==> run_1/gate_families.png <==
(3 px per µm)
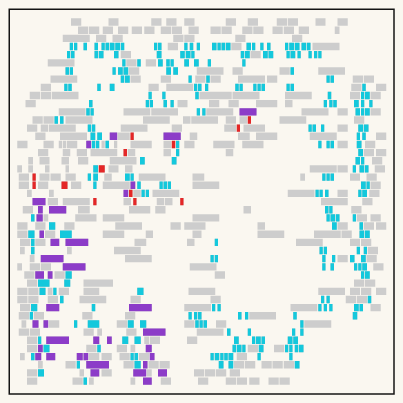
==> run_1/port_nets.png <==
(4 px per µm)
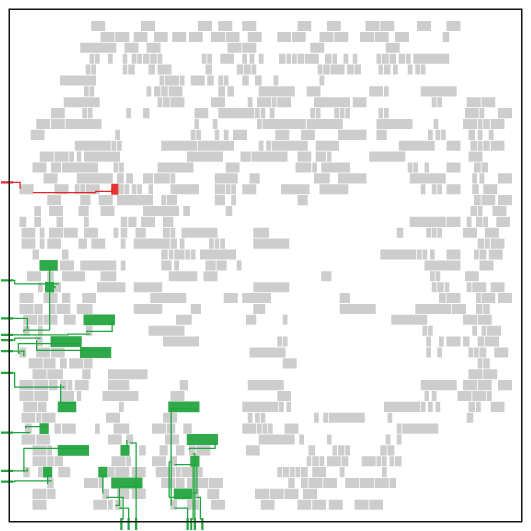
==> run_1/final_congestion.png <==
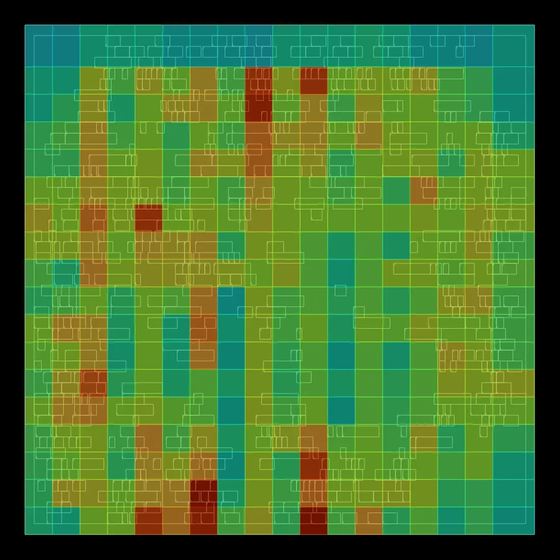
==> run_1/clock_map.png <==
(4 px per µm)
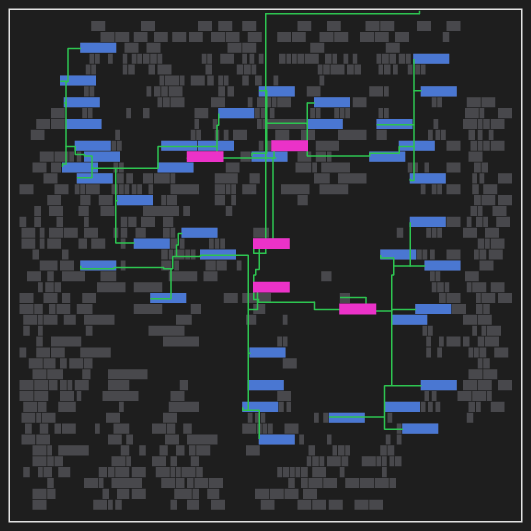
`config.mk`:
```
export PLATFORM = sky130hd
export DESIGN_NAME = sdram_port_arb
export DESIGN_NICKNAME = d
export VERILOG_FILES = /design/src/rtl/sdram_port_arb.sv
export SDC_FILE = /design/constraint.sdc
export NUM_CORES = 1
export LEC_CHECK = 0
export ABC_AREA = 1
export CAP_MARGIN = 20
export CELL_PAD_IN_SITES_DETAIL_PLACEMENT = 0
export CELL_PAD_IN_SITES_GLOBAL_PLACEMENT = 1
export CORE_MARGIN = 2
export CORE_UTILIZATION = 18
export DETAILED_ROUTE_END_ITERATION = 12
export PLACE_DENSITY_LB_ADDON = 0.25
export RECOVER_POWER = 50
export SLEW_MARGIN = 20
export SYNTH_ARGS = -nofsm -noshare
export SYNTH_HDL_FRONTEND = slang
export SYNTH_SLANG_ARGS = --single-unit
```
`constraint.sdc`:
```
create_clock -name sys_clk -period 1.7 [get_ports sys_clk]
set_clock_uncertainty 0.05 [all_clocks]
set_input_delay 0.34 -clock sys_clk [delete_from_list [all_inputs] [get_ports sys_clk]]
set_output_delay 0.34 -clock sys_clk [all_outputs]
set_load 0.005 [all_outputs]
```
`src/rtl/sdram_port_arb.sv`:
```
// sdram_port_arb: shares the SDRAM controller command port between three
// requesters. Port 0 (VGA) has absolute priority; ports 1 (CPU) and 2 (DMA)
// share what remains. A grant owns the controller from command issue until
// the controller reports m_done.
//
// Build option: define SDRAM_ARB_RR_EN to make ports 1 and 2 round-robin.
// Without it, fixed priority port 0 > port 1 > port 2 applies.
//
// state | meaning
// ------+----------------------------------------------------------------
// IDLE  | no burst; pick a winner from req and latch its command
// ISSUE | m_req high with a stable registered command, waiting for m_ack
// BUSY  | command accepted, burst in progress until m_done
module sdram_port_arb #(
    parameter int AW = 24,
    parameter int LW = 8,
    parameter int DW = 16
) (
    input  logic            sys_clk,
    input  logic            sys_rst_n,
    input  logic [2:0]      req,
    input  logic [2:0]      we,
    input  logic [3*AW-1:0] addr,
    input  logic [3*LW-1:0] len,
    input  logic [3*DW-1:0] wdata,
    output logic [2:0]      gnt,
    output logic [2:0]      rvalid,
    output logic [2:0]      wnext,
    output logic [DW-1:0]   rdata,
    output logic            m_req,
    output logic            m_we,
    output logic [AW-1:0]   m_addr,
    output logic [LW-1:0]   m_len,
    output logic [DW-1:0]   m_wdata,
    input  logic            m_ack,
    input  logic            m_rvalid,
    input  logic            m_wnext,
    input  logic [DW-1:0]   m_rdata,
    input  logic            m_done
);

    typedef enum logic [1:0] {
        ST_IDLE  = 2'd0,
        ST_ISSUE = 2'd1,
        ST_BUSY  = 2'd2
    } state_t;

    state_t          r_state;
    state_t          w_state_nxt;
    logic [1:0]      r_owner;
    logic            r_we;
    logic [AW-1:0]   r_addr;
    logic [LW-1:0]   r_len;
    logic            r_m_req;
    logic [2:0]      r_gnt;

    logic [1:0]      w_win;
    logic            w_load;
    logic            w_accept;
    logic            w_sel_we;
    logic [AW-1:0]   w_sel_addr;
    logic [LW-1:0]   w_sel_len;
    logic [DW-1:0]   w_own_wdata;
    logic [2:0]      w_own_mask;

`ifdef SDRAM_ARB_RR_EN
    // 0: port 1 preferred when ports 1 and 2 both request, 1: port 2 preferred
    logic            r_ptr;
`endif

    // Winner selection among the current requests
    always_comb begin
        w_win = 2'd0;
        if (req[0]) begin
            w_win = 2'd0;
`ifdef SDRAM_ARB_RR_EN
        end else if (req[1] && req[2]) begin
            w_win = r_ptr ? 2'd2 : 2'd1;
`endif
        end else if (req[1]) begin
            w_win = 2'd1;
        end else if (req[2]) begin
            w_win = 2'd2;
        end
    end

    // Command fields of the winning port
    always_comb begin
        w_sel_we   = we[0];
        w_sel_addr = addr[0 +: AW];
        w_sel_len  = len[0 +: LW];
        case (w_win)
            2'd1: begin
                w_sel_we   = we[1];
                w_sel_addr = addr[AW +: AW];
                w_sel_len  = len[LW +: LW];
            end
            2'd2: begin
                w_sel_we   = we[2];
                w_sel_addr = addr[2*AW +: AW];
                w_sel_len  = len[2*LW +: LW];
            end
            default: begin
                w_sel_we   = we[0];
                w_sel_addr = addr[0 +: AW];
                w_sel_len  = len[0 +: LW];
            end
        endcase
    end

    // Write data of the current owner
    always_comb begin
        case (r_owner)
            2'd1:    w_own_wdata = wdata[DW +: DW];
            2'd2:    w_own_wdata = wdata[2*DW +: DW];
            default: w_own_wdata = wdata[0 +: DW];
        endcase
    end

    assign w_own_mask = 3'b001 << r_owner;

    // FSM state register
    always_ff @(posedge sys_clk or negedge sys_rst_n) begin
        if (!sys_rst_n) begin
            r_state <= ST_IDLE;
        end else begin
            r_state <= w_state_nxt;
        end
    end

    // FSM next state plus load/accept strobes
    always_comb begin
        w_state_nxt = r_state;
        w_load      = 1'b0;
        w_accept    = 1'b0;
        case (r_state)
            ST_IDLE: begin
                if (|req) begin
                    w_load      = 1'b1;
                    w_state_nxt = ST_ISSUE;
                end
            end
            ST_ISSUE: begin
                if (m_ack) begin
                    w_accept    = 1'b1;
                    // a burst may finish in the same cycle it is accepted
                    w_state_nxt = m_done ? ST_IDLE : ST_BUSY;
                end
            end
            ST_BUSY: begin
                if (m_done) begin
                    w_state_nxt = ST_IDLE;
                end
            end
            default: w_state_nxt = ST_IDLE;
        endcase
    end

    // Command registers, owner, m_req and the registered grant pulse
    always_ff @(posedge sys_clk or negedge sys_rst_n) begin
        if (!sys_rst_n) begin
            r_owner <= 2'd0;
            r_we    <= 1'b0;
            r_addr  <= '0;
            r_len   <= '0;
            r_m_req <= 1'b0;
            r_gnt   <= 3'b000;
        end else begin
            r_gnt <= w_accept ? w_own_mask : 3'b000;
            if (w_load) begin
                r_owner <= w_win;
                r_we    <= w_sel_we;
                r_addr  <= w_sel_addr;
                r_len   <= w_sel_len;
                r_m_req <= 1'b1;
            end else if (w_accept) begin
                r_m_req <= 1'b0;
            end
        end
    end

`ifdef SDRAM_ARB_RR_EN
    // Round-robin pointer: after a port 1 or port 2 grant, prefer the other one
    always_ff @(posedge sys_clk or negedge sys_rst_n) begin
        if (!sys_rst_n) begin
            r_ptr <= 1'b0;
        end else if (w_accept && (r_owner != 2'd0)) begin
            r_ptr <= (r_owner == 2'd1);
        end
    end
`endif

    // Data-phase routing to the owner; strobes arriving in IDLE are dropped
    always_comb begin
        rvalid  = 3'b000;
        wnext   = 3'b000;
        m_wdata = '0;
        if (r_state != ST_IDLE) begin
            rvalid  = m_rvalid ? w_own_mask : 3'b000;
            wnext   = m_wnext ? w_own_mask : 3'b000;
            m_wdata = w_own_wdata;
        end
    end

    assign gnt    = r_gnt;
    assign m_req  = r_m_req;
    assign m_we   = r_we;
    assign m_addr = r_addr;
    assign m_len  = r_len;
    assign rdata  = m_rdata;

endmodule

```
==> job_summary.md, run 1 <==
## Synthesis and layout report

| Metric | Value |
|---|---|
| Int Pwr | `approximately 0.0047 W` |
| Dpl cell area | `5210 µm²` |
| Final instance area | `about 5700 µm²` |
| Pwr/cell area | `between 1000 and 1500 nW/µm²` |
| Hold_ws | `just over 0.4 ns` |
| WL met1 | `~5000 µm` |
| Pleak | `2.51 nW` |
| Fin worst setup slack | `-0.297 ns` |
| Met2 Routed Length | `roughly 5900 µm` |
| Post-CTS sizing | `roughly 130` |
| Yosys stat chip area | `2760 µm²` |
| Inverter count | `13` |
| Crit path DRT | `between 1 and 1.5 ns` |
| # nets final | `a little over 800` |
| Core Area | `15100 µm²` |
| AO/OA Area Share | `~8.3%` |
| Critical Path Sink | `m_wdata[4]` |
| Comb pwr share | `63.8%` |
| CP Max Fanout | `8` |
| Critical path startpoint category | `register` |
| Maximum vdd drop | `roughly 560 µV` |
| Count of non-CTS buffers in the layout | `around 250` |
| RD Place Congestion | `between 0.7 and 0.8` |
| Vias per cell | `between 4 and 5` |
| Flop-to-flop setup slack | `0.11 ns` |
| Xor+xnor area frac | `0%` |
| Multi-input gates | `between 300 and 400` |
| Uppermost routed layer | `met4` |
| Drt total wl | `12100 µm` |
| Detail Route Antenna Nets | `0` |
| Yosys warns | `0` |
| CP startpoint | `r_owner[0]` |
| Violated checks | `negative setup slack` |
| Post-synthesis mux area share | `0%` |
| CP max-delay cell | `dfrtp_1` |
| Crit path kind | `register to primary output` |
| Die area | `16300 µm²` |
| Vias in the first global route | `3705` |
| Top area cell types | `dfrtp_1 37%, nand2_1 27%, nand3_1 12%, buf_4 4.4%, a31oi_1 3.6%` |
| CP Capture Type | `primary output` |
| Leading area contributor after synthesis | `dfrtp_1` |
| P_comb | `0.00483 W` |
| Largest logic family | `simple AND/OR/NAND/NOR gates` |
| # diodes | `0` |
| Status | `finished, violations left` |
| Setup repair bufs after CTS | `7` |
| Sequential cell area | `about 1000 µm²` |
| Initial Util | `18.3%` |
| Final Max Slew Viols | `0` |
| Worst R2R End | `m_addr[7]` |
| Post-Syn Area | `approximately 2800 µm²` |
| # clk buffers | `5` |
| Placed instance count | `805` |
| Worst rel slew slack | `66.8%` |
| M2 GR Usage | `about a quarter` |
| Flops after synth | `slightly above 40` |
| Switching power | `0.00289 W` |
| Sum Neg Setup Slack | `-4.87 ns` |
| Fill count | `between 1500 and 2000` |
| Vias | `3541` |
| Simple-gate portion of the synthesized area | `42.1%` |
| Min-delay worst type | `primary input to register` |
| First-pass GRT wire length | `between 15000 and 20000 µm` |
| Top power group | `combinational cells` |
| Chip Width | `128 µm` |
| P&R area growth vs syn | `107%` |
| Worst Hold Depth | `3` |
| Largest net degree at the start of global routing | `26` |
| Crit-path max cell delay | `between 0.3 and 0.4 ns` |
| GRT Residual Overflow | `0` |
| Die Height | `128 µm` |
| Hold Path End | `r_owner[1]` |
| Area occupied by multi-input gates | `approximately 1700 µm²` |
| CTS clk-pin slew, worst paths | `0.06 ns` |
| RSZ-0062 raised after global routing | `yes` |
| P_clk | `about 0.0011 W` |
| Late-Pin Clk Latency | `0.28 ns` |
| Ys cells | `~420` |
| Worst-case clock buffer depth | `2` |
| Unique cell types | `20` |
| Num CTS Buffers | `5` |
| Mapped Avg Cell Area | `6.57 µm²` |
| Htree depth | `2` |
| CP Data Arrival Time | `~1.6 ns` |
| Worst slew pin tran | `between 0.4 and 0.5 ns` |
| Number of OpenROAD warnings | `30` |
| Hpwl dp | `roughly 8700 µm` |
| Hold Buf Count CTS | `1` |
| CP Cell Sequence | `inv_2 -> buf_12 -> ha_4 -> clkbuf_16 -> nand2_2 -> a31oi_4 -> buf_2` |
| Data buffer area share | `43.8%` |
| Flop count | `approximately 41` |
| CTS tree | `yes` |
| Fin crit period | `around 2.0 ns` |
| Top cells excl fill/tap | `190 x clkdlybuf4s50_1, 185 x nand2_1, 67 x nand3_1` |
| Final setup viols | `20` |
| Reg2reg start | `r_state[1]` |
| Adder Area Share | `under 10%` |
| Post-place setup slack | `-0.454 ns` |
| Reg2reg path depth | `8` |
| Clock power share | `14.5%` |
| Max frequency | `between 0.5 and 0.6 GHz` |
| Clock Root Buffer | `clkbuf_16` |
| Post-synth seq share | `a little under two fifths` |
| Post-Syn Nets | `between 500 and 600` |
| Detailed-route DRC error count | `0` |
| Initial DRC count | `107` |
| Met3 WL | `approximately 930 µm` |
Notes on gate_families.png above:
- inverting AOI/OAI gates: purple (cells 38)
- inverters: red (cells 13)
- NAND gates: cyan (cells 269; where spread over the die)
most instantiated logic cell after routing: clkdlybuf4s50_1
combinational share of cell area: 30.2%
fin cells: 826

Notes on port_nets.png above:
- `m_wdata`: green (bits 16; direction output; edge 9 left, 7 bottom; end cells 16; wire 361 µm)
- `m_done`: red (bits 1; direction input; edge left; end cells 1; wire 24.4 µm)
port buffer count: 214
io pins: 247

Notes on final_congestion.png above:
GR Util All Layers: 14.1%
GR met1 Demand/Resource: 16.9%
post-route core utilization: 37.9%
Avg WL per Cell: 14.6 µm
grt peak-use layer: met2

Notes on clock_map.png above:
- flip-flops: blue (count 41)
- clock wires: green (length 683 µm)
- cells driving clock nets: magenta (count 5)
- flops lie: spread over the die
- routed clock nets: 6

[run 1: sequential cells by signal, indices dropped and copies added (netlist names)]
register	count
gnt	3
m_addr	24
m_len	8
m_req	1
m_we	1
r_owner	2
r_state	2
[run 1: critical path: cells and delay by family, from the launching register on]
kind                       cells  cell delay, ns
AOI/OAI and AO/OA              1            0.16
adders and majority gates      1            0.17
buffers and inverters          4            0.53
DFF                            1            0.39
and+or+nand+nor                1            0.06
[run 1: synthesized netlist by cell type]
cell type,number
a21oi_1,1
a21oi_4,1
a31oi_1,16
buf_2,11
buf_4,16
buf_6,3
clkbuf_1,13
dfrtp_1,41
ha_1,3
inv_1,11
inv_2,2
nand2_1,202
nand3_1,67
nor2_1,5
nor2_2,1
nor2_4,1
nor3_1,6
o21ai_0,18
o21ai_2,1
o31ai_1,1
==> run_1/wire_density.png <==
(3 px per µm) 26 x 26 tiles, from white (low) to dark blue (high), scaled to the fullest tile. Values are wire area over tile area, all layers added.
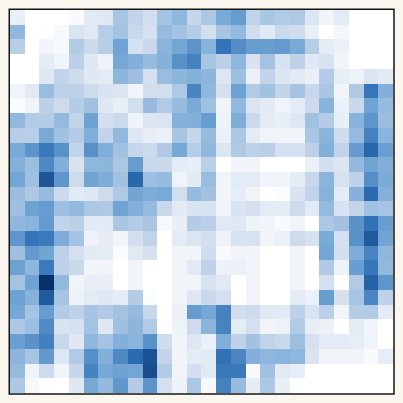

--- run 2 (diff from run 1) ---
CORE_UTILIZATION = 21   (was 18)
clock period = 2.4 ns   (was 1.7 ns; I/O delays follow)
==> run_2/wire_density.png <==
(3 px per µm) 24 x 24 tiles, from white (low) to dark blue (high), scaled to the fullest tile. Values are wire area over tile area, all layers added.
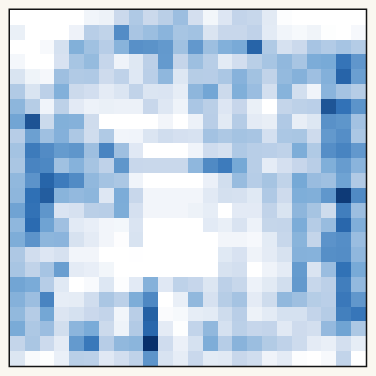
- fullest tile: 0.46
- nearly empty tiles: 12%
- densest ninth of the die: middle left
- emptiest ninth of the die: centre
- tiles over half the peak: 14%
GR Util All Layers: 15.6%
Avg WL per Cell: 14.2 µm
Vias: 3474

==> run 2 against run 1 <==
Compared with the run above: the flow now finishes without violations; routed wire length fell by 7.8%; clock power shrank 19%; combinational power decreased by 44%; synthesized cell count stayed put; core utilization grew 3.5 points; area after synthesis unchanged; register-to-register slack gained 0.56 ns; die area decreased by 14%; worst hold slack worse by 0.097 ns; setup slack gained 0.38 ns; critical path depth decreased by 1; critical path type unchanged; critical endpoint is now m_wdata[11].
==> job_summary.md, run 2 <==
## Synthesis and layout report

| Metric | Value |
|---|---|
| Late-Pin Clk Latency | `0.28 ns (about the same)` |
| CP Data Arrival Time | `1.79 ns (+0.18 ns)` |
| RD Place Congestion | `0.775 (+0.26%)` |
| Num CTS Buffers | `5 (unchanged)` |
| Unique cell types | `20 (unchanged)` |
| Yosys warns | `0 (unchanged)` |
| Top cells by count | `202 x nand2_1, 67 x nand3_1, 41 x dfrtp_1` |
| Critical Path Sink | `m_wdata[11]` |
| Max frequency | `approximately 0.43 GHz` |
| CP Capture Type | `primary output` |
| CP Max Fanout | `8 (unchanged)` |
| Fin crit period | `between 2 and 2.5 ns` |
| Most numerous cell in the Yosys netlist | `nand2_1` |
| Combinational share of cell area | `27.9% (-2.3 points)` |
| Die Height | `119 µm (-7.2%)` |
| Leading area contributor after synthesis | `dfrtp_1` |
| Ys cells | `420 (unchanged)` |
| Initial Util | `21.7% (+3.4 points)` |
| Die area | `14100 µm² (-14%)` |
| Flop-to-flop setup slack | `0.67 ns (+0.56 ns)` |
| Io pins | `247 (unchanged)` |
| Data buffer area share | `44.0% (+0.18 points)` |
| Flops after synth | `41 (unchanged)` |
| Largest net degree at the start of global routing | `42 (+62%)` |
| Fill count | `1370 (-12%)` |
| Fin worst setup slack | `0.0809 ns (+0.378 ns)` |
| Yosys stat chip area | `2760 µm² (unchanged)` |
| Top area cell types | `dfrtp_1 37%, nand2_1 27%, nand3_1 12%, buf_4 4.4%, a31oi_1 3.6%` |
| CTS clk-pin slew, worst paths | `0.06 ns (about the same)` |
| Most instantiated logic cell after routing | `nand2_1` |
| Simple-gate portion of the synthesized area | `42.1% (unchanged)` |
| Final Max Slew Viols | `0 (unchanged)` |
| Worst-case clock buffer depth | `2 (unchanged)` |
| WL met1 | `5030 µm (-0.24%)` |
| Inverter count | `13 (unchanged)` |
| Sum Neg Setup Slack | `0 ns (+4.87 ns)` |
| Port buffer count | `214 (unchanged)` |
| Initial DRC count | `140 (+31%)` |
| Met2 Routed Length | `5030 µm (-15%)` |
| M2 GR Usage | `25.6% (+1.0 points)` |
| Vias in the first global route | `3436 (-7.3%)` |
| Dpl cell area | `4990 µm² (-4.2%)` |
| Reg2reg start | `r_state[1]` |
| Status | `finished, final reports clean` |
| GRT Residual Overflow | `0 (unchanged)` |
| CTS tree | `yes` |
| Chip Width | `119 µm (-7.2%)` |
| P&R area growth vs syn | `91.3%` |
| Reg2reg path depth | `5 (-3)` |
| Drt total wl | `11200 µm (-7.8%)` |
| First-pass GRT wire length | `17900 µm (-2.7%)` |
| Post-Syn Area | `2760 µm² (unchanged)` |
| # clk buffers | `5 (unchanged)` |
| Mapped Avg Cell Area | `6.57 µm² (unchanged)` |
| Min-delay worst type | `primary input to asynchronous set/reset pin` |
| Pleak | `2.42 nW (-3.7%)` |
| # nets final | `788 (-3.0%)` |
| Crit path DRT | `1.87 ns (+0.56 ns)` |
| Core Area | `12700 µm² (-16%)` |
| Critical path startpoint category | `register` |
| Worst R2R End | `r_owner[1]` |
| Flop count | `41 (unchanged)` |
| Post-route core utilization | `41.5% (+3.5 points)` |
==> run_2/port_nets.png <==
(4 px per µm)
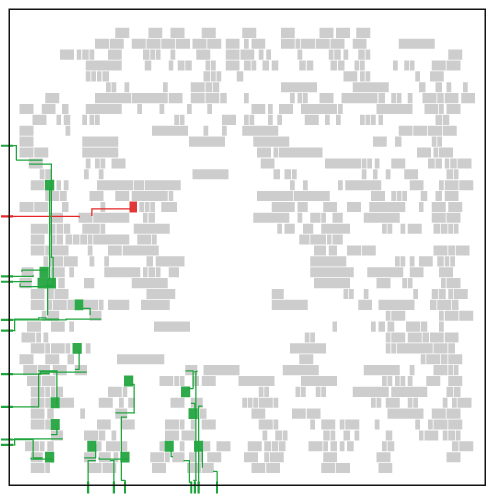
- `m_wdata`: green (bits 16; direction output; edge 9 left, 7 bottom; end cells 16; wire 378 µm)
- `m_done`: red (bits 1; direction input; edge left; end cells 1; wire 28.3 µm)

## run 2: cell counts after synthesis
No cell type changed its count.
## run 2: timing repair
action / CTS / global route
setup endpoints to repair: 19 / 4
buffers inserted: 2 / 0
hold buffers: 0 / 0
cloned: 1 / 0
gates resized: 24 / 5
## run 2: power by group
group	total (W)	leakage [nW]	internal [W]	switching [W]
logic	0.00271	1.81	0.00146	0.00125
registers	0.00116	0.514	0.000997	0.000165
clock network	0.000887	0.0944	0.000600	0.000287
total	0.00476	2.42	0.00305	0.00171
## run 2: worst max-delay path, cell delays in order, from the launching register on
cell and delay (ns):
dfrtp_1 0.40, inv_2 0.09, ha_4 0.29, buf_4 0.15
o21ai_0 0.09, a31oi_1 0.22, dlygate4sd2_1 0.28
Power figures rest on the tool's default switching activity, not on a simulated workload.
